$ cat config.mk
export PLATFORM = sky130hd
export DESIGN_NAME = port_arbiter
export DESIGN_NICKNAME = d
export VERILOG_FILES = /design/src/rtl/port_arbiter.sv
export SDC_FILE = /design/constraint.sdc
export NUM_CORES = 1
export LEC_CHECK = 0
export CORE_ASPECT_RATIO = 0.5
export CORE_UTILIZATION = 40
export CTS_BUF_LIST = sky130_fd_sc_hd__clkbuf_4
export DETAILED_ROUTE_END_ITERATION = 6
export PLACE_DENSITY = 0.59
export REMOVE_ABC_BUFFERS = 1
export SYNTH_ARGS = -nofsm -noshare
export SYNTH_HDL_FRONTEND = slang
export SYNTH_SLANG_ARGS = --single-unit
$ cat constraint.sdc
create_clock -name clk -period 11.4 [get_ports clk]
set_input_delay 2.28 -clock clk [delete_from_list [all_inputs] [get_ports clk]]
set_output_delay 2.28 -clock clk [all_outputs]
set_load 0.1 [all_outputs]
$ cat src/rtl/port_arbiter.sv
// port_arbiter: per-output-port round-robin arbiter for the mesh router.
// Grants one of five input ports (X+, X-, Y+, Y-, PE) and sends the winner a
// one-cycle ack. It then holds the crossbar select until the tail flit leaves.
// Optional feature macro: ARB_CREDIT_EN. When defined, a downstream credit
// counter gates both the grant and out_en. When undefined, credit_in is
// ignored.
module port_arbiter #(
  parameter int BUFFER_DEPTH = 4,
  parameter int CREDIT_WIDTH = 3
) (
  input  logic       clk,
  input  logic       rst,
  input  logic [4:0] rqs_in,
  input  logic       flit_xfer,
  input  logic       tail,
  input  logic       credit_in,
  output logic [4:0] ack_vector,
  output logic [4:0] xbar_sel,
  output logic       out_en
);

  typedef enum logic {IDLE = 1'b0, BUSY = 1'b1} state_t;

  state_t     state, state_nxt;
  logic [2:0] ptr;        // round-robin priority pointer, 0..4
  logic [2:0] win_idx;    // registered winner, valid while BUSY
  logic       ack_pend;   // high only in the first BUSY cycle
  logic [2:0] grant_idx;
  logic       grant_found;
  logic       credit_ok;
  logic       can_grant;
  logic       accept;
  logic       tail_done;

`ifdef ARB_CREDIT_EN
  logic [CREDIT_WIDTH-1:0] credits;

  assign credit_ok = (credits != '0);

  // Credit counter: an accepted flit spends one credit, and credit_in returns
  // one. If both happen in the same cycle, the count is unchanged. Returns are
  // dropped once the count reaches BUFFER_DEPTH.
  always_ff @(posedge clk) begin
    if (rst) begin
      credits <= CREDIT_WIDTH'(BUFFER_DEPTH);
    end else begin
      case ({accept, credit_in})
        2'b10:   credits <= credits - 1'b1;
        2'b01:   if (credits < CREDIT_WIDTH'(BUFFER_DEPTH)) credits <= credits + 1'b1;
        default: credits <= credits;
      endcase
    end
  end
`else
  logic unused_credit;
  assign unused_credit = credit_in;
  assign credit_ok     = 1'b1;
`endif

  // Round-robin scan: first set request at or above the pointer, wrapping 4->0.
  always_comb begin
    int idx;
    idx         = 0;
    grant_idx   = 3'd0;
    grant_found = 1'b0;
    for (int i = 0; i < 5; i++) begin
      idx = (int'(ptr) + i) % 5;
      if (!grant_found && rqs_in[idx]) begin
        grant_found = 1'b1;
        grant_idx   = 3'(idx);
      end
    end
  end

  assign can_grant = grant_found & credit_ok;
  assign accept    = flit_xfer & out_en;
  assign tail_done = accept & tail;

  // State register.
  always_ff @(posedge clk) begin
    if (rst) state <= IDLE;
    else     state <= state_nxt;
  end

  // Next-state logic. Requests are only looked at while IDLE.
  always_comb begin
    state_nxt = state;
    case (state)
      IDLE:    if (can_grant) state_nxt = BUSY;
      BUSY:    if (tail_done) state_nxt = IDLE;
      default: state_nxt = IDLE;
    endcase
  end

  // Output logic. out_en follows the credit count in the same cycle.
  always_comb begin
    xbar_sel   = 5'b0;
    ack_vector = 5'b0;
    out_en     = 1'b0;
    if (state == BUSY) begin
      xbar_sel = 5'b00001 << win_idx;
      out_en   = credit_ok;
      if (ack_pend) ack_vector = 5'b00001 << win_idx;
    end
  end

  // Winner and pointer registers. The pointer advances past the winner when
  // the tail is accepted. A reset drops any pending ack.
  always_ff @(posedge clk) begin
    if (rst) begin
      ptr      <= 3'd0;
      win_idx  <= 3'd0;
      ack_pend <= 1'b0;
    end else begin
      ack_pend <= (state == IDLE) && can_grant;
      if (state == IDLE && can_grant) win_idx <= grant_idx;
      if (state == BUSY && tail_done) ptr <= (win_idx == 3'd4) ? 3'd0 : win_idx + 3'd1;
    end
  end

endmodule
==> images/layer_met3.png <==
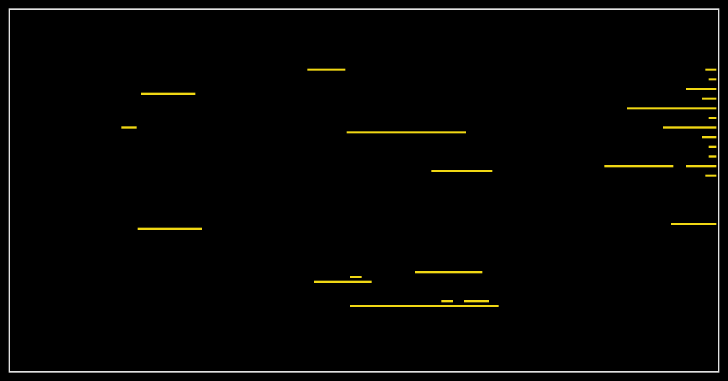
- share of all routed wire: 2.9%
- wire length on this layer: 143 um
- nets with wire on the layer: 25
- main direction: horizontal
- longest straight run: 20.7 um
DR vias: 1882
total wire length: 4890 um
met3 Track Usage GR: 0.00958

==> job_summary.md <==
### Flow metrics

| Metric | Value |
|---|---|
| Status | complete, no violations |
| Top Ports | 21 |
| Worst r2r src | ptr[1] |
| Worst setup SP type | flop |
| Grt ovf | 0 |
| Layout fillers | 465 |
| Synthesis-to-layout area growth | 13.1% |
| Peak VDD IR | 0.0000261 V |
| RSZ-0062 raised after global routing | no |
| Latency at later pin | 0.25 ns |
| DRC | 0 |
| CP endpoint | win_idx[1] |
| Cells after DPL | 329 |
| Setup TNS | 0 ns |
| H-tree lvl count | 1 |
| Die Area | 5080 um2 |
| Largest net degree at the start of global routing | 27 |
| Core Rows | 17 |
| CTS root buf | clkbuf_4 |
| Clock buffer depth | 2 |
| Max FO, Critical Path | 11 |
| Cell variety after synth | 66 |
| Post-cts hold buffer count | 0 |
| Top cell area share | 0.150 |
| Antenna viol nets, final | 0 |
| Worst setup margin | 6.19 ns |
| Vias in the first global route | 1742 |
| Placed instance area | 2140 um2 |
| Yosys synthesis chip area | 1910 um2 |
==> images/logic_types.png <==
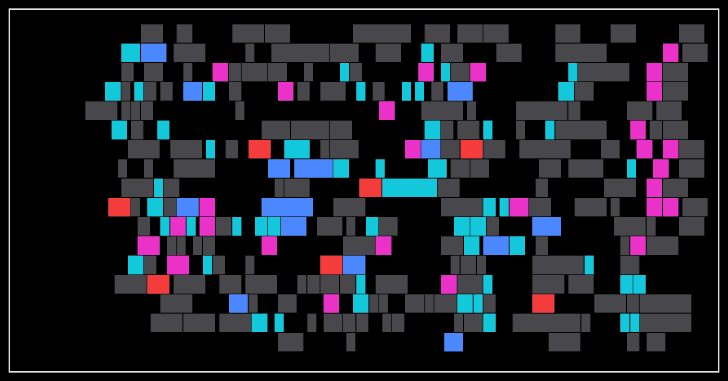
- AND-OR and OR-AND gates: blue (cells 14)
- XOR/XNOR gates: red (cells 7)
- NOR gates: cyan (cells 53)
- AND and OR gates: magenta (cells 27)
Top cell excl fill/tap: nor2_1
combinational share of cell area: 0.753
Layout Cells excl Fill: 332

[power breakdown]
group / internal [W] / total (W) / switching (W)
sequential: 0.0000302 / 0.0000340 / 0.00000374
clock: 0.0000121 / 0.0000217 / 0.00000967
combinational: 0.0000315 / 0.0000843 / 0.0000529
total: 0.0000737 / 0.000140 / 0.0000663
[layout make-up]
class / count / share of cell area
inverter: 19 / 0.0329
multi-input combinational: 216 / 0.753
tap: 66 / 0.0381
timing repair buffer: 20 / 0.0913
sequential: 8 / 0.0739
clock buffer: 3 / 0.0104
[registers in the layout, indices dropped and copies added, names as in the netlist]
name and cells:
state 1, ack_pend 1, win_idx 3, ptr 3
[layer usage]
layer	part of all wire	track usage	up-vias
li1	-	-	969
met1	0.53	0.288	872
met2	0.44	0.369	39
met3	0.029	0.00958	2
met4	0.0016	0.0294	0
met5	0	0	-
[synth_stat cells (3+ instances only)]
| cell type | instances |
|---|---|
| a311oi_1 | 3 |
| buf_2 | 5 |
| o211ai_1 | 8 |
| a21oi_1 | 10 |
| mux2i_1 | 8 |
| inv_1 | 17 |
| nor4_1 | 5 |
| o21ai_0 | 17 |
| ha_1 | 23 |
| clkbuf_1 | 3 |
| and3_1 | 10 |
| dfxtp_1 | 8 |
| nor3_1 | 10 |
| nor2b_1 | 9 |
| and2_1 | 10 |
| o21a_1 | 3 |
| nor2_1 | 25 |
| nand2_1 | 15 |
| xnor2_1 | 5 |
[cells by family (layout without fill, tap and decap cells)]
logic type	after synthesis	count (layout)	share of synthesized area
muxes	14	14	0.0908
xor gates and xnor gates	7	7	0.0320
adders and majority gates	23	23	0.150
DFF	8	8	0.0837
and+or+nand+nor	101	101	0.290
buffers and inverters	29	42	0.0640
AOI/OAI and AO/OA	71	71	0.290
